### M4 wires, run 1

(4 px per um)
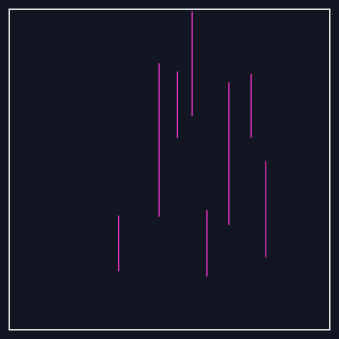
### Supply network, run 1

(6 px per um) Pins as bars on the die edge.
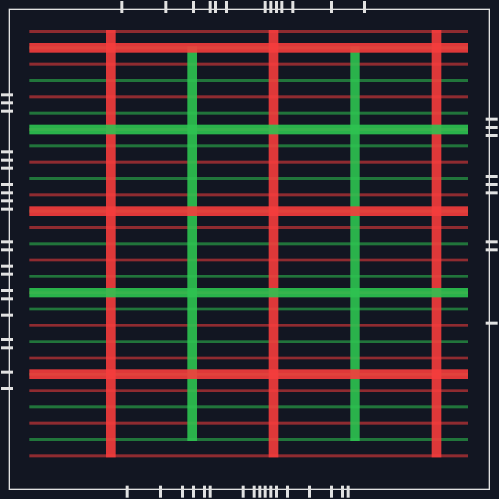
### Routed clock nets over the placement, run 1

(8 px per um)
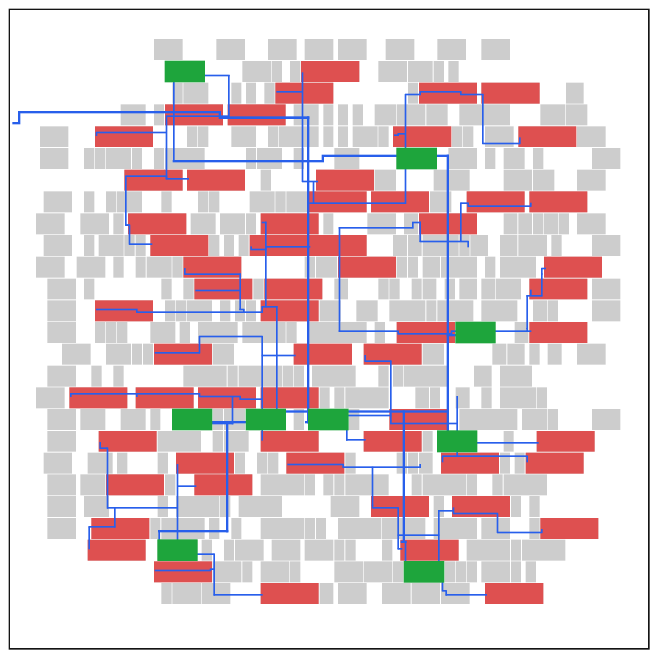
### Routing congestion, run 1

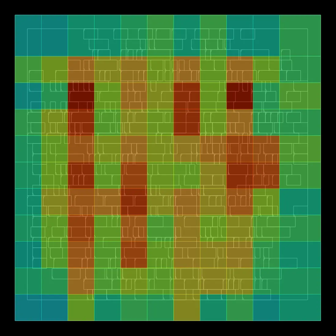
## src/rtl/serial_magnitude_comparator.sv

```systemverilog
// serial_magnitude_comparator
//
// Digit-serial, MSB-first magnitude comparator. Compares two WIDTH-bit
// operands DIGIT bits per clock and stops at the first unequal digit. If all
// digits are equal, the captured cascade inputs (gti/lti/eqi) from a
// less-significant stage become the result.
//
// Parameters:
//   WIDTH : operand width in bits (>= 2)
//   DIGIT : bits compared per cycle; must divide WIDTH (N = WIDTH/DIGIT)
//
// Ports:
//   clk         : clock, rising edge
//   rst         : synchronous active-high reset
//   start       : request, accepted only in IDLE
//   A, B        : operands, captured on accept
//   signed_mode : 1 = two's-complement compare, captured on accept
//   gti/lti/eqi : cascade inputs, captured on accept
//   busy        : high while digits are being compared
//   done        : one-cycle pulse when gto/lto/eqo carry a new result
//   gto/lto/eqo : A > B / A < B / A == B, held until the next done or reset

module serial_magnitude_comparator #(
  parameter int WIDTH = 24,
  parameter int DIGIT = 4
) (
  input  logic             clk,
  input  logic             rst,
  input  logic             start,
  input  logic [WIDTH-1:0] A,
  input  logic [WIDTH-1:0] B,
  input  logic             signed_mode,
  input  logic             gti,
  input  logic             lti,
  input  logic             eqi,
  output logic             busy,
  output logic             done,
  output logic             gto,
  output logic             lto,
  output logic             eqo
);

  localparam int N  = WIDTH / DIGIT;
  // Keep the counter at least one bit wide for the single-digit case.
  localparam int CW = (N > 1) ? $clog2(N) : 1;

  typedef enum logic [1:0] {
    IDLE,
    RUN,
    DONE
  } state_t;

  state_t state;
  state_t state_nxt;

  logic [WIDTH-1:0] a_sh;
  logic [WIDTH-1:0] b_sh;
  logic [CW-1:0]    cnt;
  logic             gti_q;
  logic             lti_q;
  logic             eqi_q;

  logic [DIGIT-1:0] a_dig;
  logic [DIGIT-1:0] b_dig;
  logic             dig_ne;
  logic             last_dig;

  // The operands are shifted left each RUN cycle, so the digit under
  // comparison always sits in the top DIGIT bits.
  assign a_dig    = a_sh[WIDTH-1 -: DIGIT];
  assign b_dig    = b_sh[WIDTH-1 -: DIGIT];
  assign dig_ne   = (a_dig != b_dig);
  assign last_dig = (cnt == CW'(N - 1));

  always_ff @(posedge clk) begin
    if (rst) begin
      state <= IDLE;
    end else begin
      state <= state_nxt;
    end
  end

  always_comb begin
    state_nxt = state;
    busy      = 1'b0;
    done      = 1'b0;
    case (state)
      IDLE: begin
        if (start) begin
          state_nxt = RUN;
        end
      end
      RUN: begin
        busy = 1'b1;
        if (dig_ne || last_dig) begin
          state_nxt = DONE;
        end
      end
      DONE: begin
        done      = 1'b1;
        state_nxt = IDLE;
      end
      default: begin
        state_nxt = IDLE;
      end
    endcase
  end

  // Operand capture, digit stepping and result registers. In signed mode the
  // sign bits are flipped once at capture; this maps two's-complement order
  // onto unsigned order and only affects the MSB digit.
  always_ff @(posedge clk) begin
    if (rst) begin
      a_sh  <= '0;
      b_sh  <= '0;
      cnt   <= '0;
      gti_q <= 1'b0;
      lti_q <= 1'b0;
      eqi_q <= 1'b0;
      gto   <= 1'b0;
      lto   <= 1'b0;
      eqo   <= 1'b0;
    end else begin
      case (state)
        IDLE: begin
          if (start) begin
            a_sh  <= A ^ {signed_mode, {(WIDTH-1){1'b0}}};
            b_sh  <= B ^ {signed_mode, {(WIDTH-1){1'b0}}};
            cnt   <= '0;
            gti_q <= gti;
            lti_q <= lti;
            eqi_q <= eqi;
          end
        end
        RUN: begin
          if (dig_ne) begin
            gto <= (a_dig > b_dig);
            lto <= (a_dig < b_dig);
            eqo <= 1'b0;
          end else if (last_dig) begin
            gto <= gti_q;
            lto <= lti_q;
            eqo <= eqi_q;
          end else begin
            cnt  <= cnt + CW'(1);
            a_sh <= a_sh << DIGIT;
            b_sh <= b_sh << DIGIT;
          end
        end
        default: begin
        end
      endcase
    end
  end

endmodule
```

## config.mk

```make
export PLATFORM = sky130hd
export DESIGN_NAME = serial_magnitude_comparator
export DESIGN_NICKNAME = d
export VERILOG_FILES = /design/src/rtl/serial_magnitude_comparator.sv
export SDC_FILE = /design/constraint.sdc
export NUM_CORES = 1
export LEC_CHECK = 0
export CAP_MARGIN = 15
export CORE_MARGIN = 3
export CORE_UTILIZATION = 50
export DETAILED_ROUTE_END_ITERATION = 6
export PLACE_DENSITY = 0.78
export SLEW_MARGIN = 20
export SYNTH_ARGS = -nofsm -noshare
export SYNTH_HDL_FRONTEND = slang
export SYNTH_SLANG_ARGS = --single-unit
```

## constraint.sdc

```tcl
create_clock -name clk -period 2.65 [get_ports clk]
set_clock_uncertainty 0.1 [all_clocks]
set_input_delay 0.3975 -clock clk [delete_from_list [all_inputs] [get_ports clk]]
set_output_delay 0.3975 -clock clk [all_outputs]
set_load 0.02 [all_outputs]
```

==> run notes, run 1 <==
The synthesis and PnR run went through. The run finished with clean final reports. Part of the total power dissipated in combinational logic landed at 0.273. Number of synthesized register bits landed at about 60. Setup repair after global routing left no endpoint under its margin. According to the floorplan report, the total die area is approximately 6400 um2. Top-area cell type share of the netlist area landed at 0.434. First-pass iteration count of the detailed router landed at 4.

Measured against its own limit, the worst slew margin works out to 0.688. For this design, the CTS-stage hold fixing added 0 buffers. Power density normalized to cell area landed at 704 nW/um2. Sum of overflow across all layers after global routing landed at 0. Number of port buffers landed at 59. After synthesis, the mean cell area works out to roughly 8.6 um2. In the power breakdown, the internal column shows 1.71 mW. The mapped netlist covers ~2700 um2. The registers reported with the highest flop counts are a_sh x24, b_sh x24, cnt x3. Worst endpoint data arrival time landed at 1670 ps.

The synthesis report lists the most area-consuming cells as sky130_fd_sc_hd__dfxtp_1 43%, sky130_fd_sc_hd__nand2_1 12%, sky130_fd_sc_hd__a311oi_2 11%, sky130_fd_sc_hd__nor2_1 7.0%, sky130_fd_sc_hd__a311oi_1 5.8%. Counting only logic cells after layout, the most numerous master is sky130_fd_sc_hd__nand2_1. Cell count of the worst reg-to-reg path landed at 7.

Count of nets after finishing landed at between 400 and 500. In this run, post-CTS repair resized a total of 0 instances. Number of nets still failing antenna checks after routing landed at 0. The worst setup path is launched from a flip-flop. The top cell types in the final layout, fill and taps aside, are 85 x sky130_fd_sc_hd__nand2_1, 59 x sky130_fd_sc_hd__dfxtp_1, 58 x sky130_fd_sc_hd__clkdlybuf4s50_1, 51 x sky130_fd_sc_hd__nor2_1, 20 x sky130_fd_sc_hd__a311oi_2. Clock slew seen by the registers of the worst setup and hold paths landed at around 70 ps.

Of the total power, registers draw 0.434. In this run the worst setup path terminates at busy. Adding up every negative setup slack in the final design gives 0 ps. Synthesis produced a netlist whose cell count is 316.

At the end of routability-driven placement, the weighted congestion stood at approximately 0.77. Overall routing resource usage landed at 0.202. On the critical path, the stage with the largest delay is an instance of sky130_fd_sc_hd__clkdlybuf4s50_1.

The pin closest to its max-slew limit shows a slew of around 470 ps. The final timing report lists a hold violation count of 0. Maximum net fanout on the critical path landed at 10.

The script computed the net switching share of total power as 0.311. Setup slack of the worst register-to-register path landed at about 570 ps. The critical path in this run is classified as reg2out. Of all flip-flops after synthesis, the portion carrying an async set or reset was 0.

CTS added clock buffers totalling 9. The final max-slew violation count recorded for this run is 0. The number of nets in the synthesized netlist is 377. Maximum count of clock buffers along a single path landed at 2. Sorting the synthesis cell report by count puts at the top sky130_fd_sc_hd__nand2_1. The netlist uses 35 different library cells. Entering global routing, the biggest net connects 47 pins. The tree is rooted in a sky130_fd_sc_hd__clkbuf_8.

Ratio of cells with drive above 1 in the final layout landed at 0.128.
## Picture notes: 'M4 wires'
- nets with wire on the layer: 6
- share of all routed wire: 3.0%
- main direction: vertical
- longest straight run: 38.1 um
- wire length on this layer: 185 um
total number of vias: 2384
Detailed Route WL: 6090 um

## Picture notes: 'Supply network'
- green: VDD
- red: VSS
- signal pins: 60
- met5 straps: 5
vertical die dimension: 79.8 um
peak supply drop: 0.459 mV
placeable core region: 5170 um2

## Picture notes: 'Routed clock nets over the placement'
- red: flip-flops (count 59)
- blue: clock wires (length 790 um)
- green: clock drivers (count 9)
- flops lie: all over the die
- routed clock nets: 10
clk pwr: 725 uW
Latency at later pin: 330 ps
share of total power in the clock network: 0.292

## Picture notes: 'Routing congestion'
met2 usage in global routing: 0.321
Final Core Density: 0.681
global-route track usage on met3: 0.0418
peak-usage layer in the global routing report: met2

-- run 1: per-layer routing --
layer,global-route usage,part of all wire,vias to the layer above
met5,0,0,-
met4,0.135,0.030,0
met3,0.0418,0.050,18
met2,0.321,0.47,66
met1,0.246,0.45,1088
li1,-,-,1212
-- run 1: worst min path at each step --
| stage | to | startpoint | slack (ps) | cells past startpoint |
|---|---|---|---|---|
| floorplan | b_sh[23] | b_sh[23] | 330 | 2 |
| global placement | eqo | eqo | 340 | 2 |
| detailed placement | eqo | eqo | 350 | 2 |
| CTS | eqo | eqo | 360 | 2 |
| global route | b_sh[23] | b_sh[23] | 380 | 2 |
| finish | eqo | eqo | 350 | 2 |
-- run 1: through the flow --
stage	setup WS, ps	total power [mW]	area [um2]	hold slack [ps]	cells
floorplan	754	1.58	2720	332	316
global route	421	2.62	3520	381	444
CTS	465	2.50	3520	361	444
detailed placement	444	1.77	3350	351	428
finish	485	2.48	3520	354	444
global placement	392	1.75	3350	339	428
-- run 1: cell families (layout without fill, tap and decap cells) --
family | Yosys count | after routing | synth area share
fa+ha+maj | 6 | 6 | 0.0276
compound gates | 64 | 64 | 0.235
buf+inv | 32 | 90 | 0.0630
flops | 59 | 59 | 0.434
xor+xnor | 2 | 2 | 0.00644
mux | 3 | 3 | 0.0110
simple gates | 150 | 150 | 0.223
-- run 1: tightest hold or removal path, delay by kind of cell, from the launching register on --
family / cells / cell delay [ps]
and+or+nand+nor: 1 / 50
AOI/OAI and AO/OA: 1 / 50
DFF: 1 / 310
-- run 1: cell type report --
class                      instances  area share
clock inverter                     2     0.00284
timing repair buffer              68       0.193
clock buffer                      14      0.0462
sequential                        59       0.335
multi-input combinational        225       0.392
tap                               70      0.0249
inverter                           6     0.00640
### Cell density map, run 1

(3 px per um) The die is cut into 8 by 8 equal tiles; white is low, dark blue is high, 0 to 100% covered.
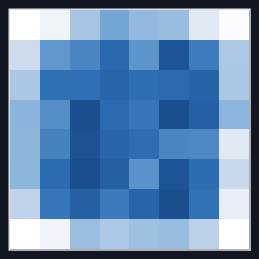

==> inputs of run 2 (changes only) <==
==> constraint.sdc (replaced) <==
create_clock -name clk -period 2 [get_ports clk]
set_clock_uncertainty 0.1 [all_clocks]
set_input_delay 0.3 -clock clk [delete_from_list [all_inputs] [get_ports clk]]
set_output_delay 0.3 -clock clk [all_outputs]
set_load 0.02 [all_outputs]
### Cell density map, run 2

(3 px per um) The die is cut into 8 by 8 equal tiles; white is low, dark blue is high, 0 to 100% covered.
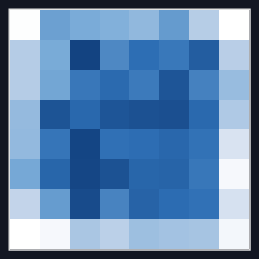
- tiles over 75% full: 34%
- fullest tile: 92%
- densest ninth of the die: middle
Final Core Density: 0.703
initial cell density of the core: 0.526

==> run 2 against run 1 <==
Non-clock buffer count is 7 higher. Sequential share of layout area is 1.1 points lower. Clock-buffer cell count is 1 lower. Via count is 1.4% higher. Sequential power is 32% higher. Routed wire length is 3.1% higher. Flip-flop count stayed put. Synthesized cell count stayed put. Cell count is 1.4% higher. Total power is 37% higher. Critical endpoint is now a_sh[9]. Highest routed layer unchanged.
==> run notes, run 2 <==
The synthesis and PnR run went through. The first TritonRoute pass finished after 4 iterations. Part of the total power dissipated in combinational logic landed at 0.290. Per the synth stats, the proportion of register bits with asynchronous set or reset is 0. CTS buffer count landed at 9. The final max-slew violation count recorded for this run is 0. Clock slew seen by the registers of the worst setup and hold paths landed at ~60 ps.

Counting along the longest clock path gives a buffer depth of 2. Top-area cell type share of the netlist area landed at 0.434. Cell count of the worst reg-to-reg path landed at 7. Per the GRT congestion report, total overflow comes to 0. According to the floorplan report, the total die area is ~6400 um2. Cell internal power dissipation landed at approximately 2.4 mW. For this design the ratio of total power to cell area is between 900 and 1000 nW/um2. The worst setup path is launched from a flip-flop. Setup total negative slack on the finished layout was measured at 0 ps. Entering global routing, the biggest net connects approximately 47 pins. Number of vias after detailed routing landed at 2418. Maximum net fanout on the critical path landed at 22.

The largest registers in the layout are a_sh x24, b_sh x24, cnt x3. The power report lists the clock group at 982 uW. Checking max transition, the worst relative margin is 0.698.

Final estimated routing congestion in global placement landed at around 0.8. The top cell types in the final layout, fill and taps aside, are 85 x sky130_fd_sc_hd__nand2_1, 59 x sky130_fd_sc_hd__dfxtp_1, 57 x sky130_fd_sc_hd__clkdlybuf4s50_1, 50 x sky130_fd_sc_hd__nor2_1, 21 x sky130_fd_sc_hd__a311oi_2. Die span in y landed at ~80 um. The share of total power dissipated in sequential elements is 0.421. Unique cell type count in the Yosys netlist landed at 35. Share of the final layout cell area in sequential cells landed at 0.325. The flow ran to the end, and the final reports show no timing, DRC or antenna violations. Per the final report, the share of cell area in clock cells is 0.0492.

Synthesis inferred around 59 register bits. The layout has 13 clock buffers. Ratio of cells with drive above 1 in the final layout landed at 0.153. The share of the Yosys chip area taken by registers is 0.434. Per the layout report, the design carries 6 non-clock inverters. Clock group share of total power landed at 0.289. Wire length reported by the detailed router landed at about 6300 um. Transition time at the pin with the least slew margin landed at 452 ps. Flop count landed at 59.

Non-clock buffer area fraction after layout landed at 0.212. Source-to-sink clock delay at the later pin of the worst-skew pair landed at around 330 ps. The count of nets left with antenna violations once routing finished came out at 0. The most critical setup path has its endpoint at a_sh[9]. Worst endpoint data arrival time landed at 2070 ps. Largest vdd supply drop landed at 0.530 mV. Overall routing resource usage landed at 0.204. Multi-input logic gates represent a cell area share of 0.384. Count of nets after finishing landed at around 440. Number of hold buffers added after CTS landed at 0. The combinational power reported by the tool is 985 uW. The cell sitting at the root of the clock tree is a sky130_fd_sc_hd__clkbuf_8. Post-synthesis instance area landed at roughly 2700 um2. The main area contributors are sky130_fd_sc_hd__dfxtp_1 43%, sky130_fd_sc_hd__nand2_1 12%, sky130_fd_sc_hd__a311oi_2 11%, sky130_fd_sc_hd__nor2_1 7.0%, sky130_fd_sc_hd__a311oi_1 5.8%.

Number of gates given a new drive strength after cts landed at 0. After technology mapping, the gate count stands at around 320. Core outline area landed at 5170 um2.

Synthesized netlist net count landed at around 380.
## run 2: cell counts after synthesis
No cell type changed its count.
## run 2: routing by layer
| metal | track usage | vias up | wire [um] |
|---|---|---|---|
| met2 | 0.331 | 62 | 3020 |
| met5 | 0 | - | 0 |
| li1 | - | 1224 | - |
| met4 | 0.108 | 0 | 131 |
| met1 | 0.255 | 1119 | 2830 |
| met3 | 0.0418 | 13 | 300 |
## run 2: stage by stage
step	cells	power, mW	hold slack (ps)	instance area [um2]	setup slack (ps)
2_1_floorplan	316	2.09	326	2720	104
4_1_cts	449	3.39	311	3610	9.83
5_1_grt	450	3.57	351	3640	-2.85
6_report	450	3.40	337	3640	69.0
3_3_place_gp	434	2.38	338	3430	-155
3_5_place_dp	434	2.42	356	3430	-105
## run 2: kinds of logic after synthesis
group | after synthesis | synth area share
AND-OR/OR-AND | 64 | 0.235
buffers and inverters | 32 | 0.0630
flip-flops | 59 | 0.434
adder cells (fa/ha/maj) | 6 | 0.0276
XOR/XNOR | 2 | 0.00644
AND/OR/NAND/NOR | 150 | 0.223
multiplexers | 3 | 0.0110
## run 2: how the worst min path moves through the flow
stage,startpoint,endpoint,cells after the start
after CTS,rst,b_sh[21],2
after detailed placement,gto,gto,2
after global placement,eqo,eqo,2
after global routing,rst,b_sh[21],2
after floorplan,A[0],a_sh[0],1
final,rst,b_sh[21],2
## run 2: worst max-delay path: stages, from the launching register on
cell,delay [ps]
sky130_fd_sc_hd__dfxtp_1,330
sky130_fd_sc_hd__inv_1,60
sky130_fd_sc_hd__ha_1,320
sky130_fd_sc_hd__and4_4,240
sky130_fd_sc_hd__a31o_4,270
sky130_fd_sc_hd__buf_12,200
sky130_fd_sc_hd__nor2_1,70
sky130_fd_sc_hd__a311oi_2,240
Power is estimated from default activity; no workload was simulated.
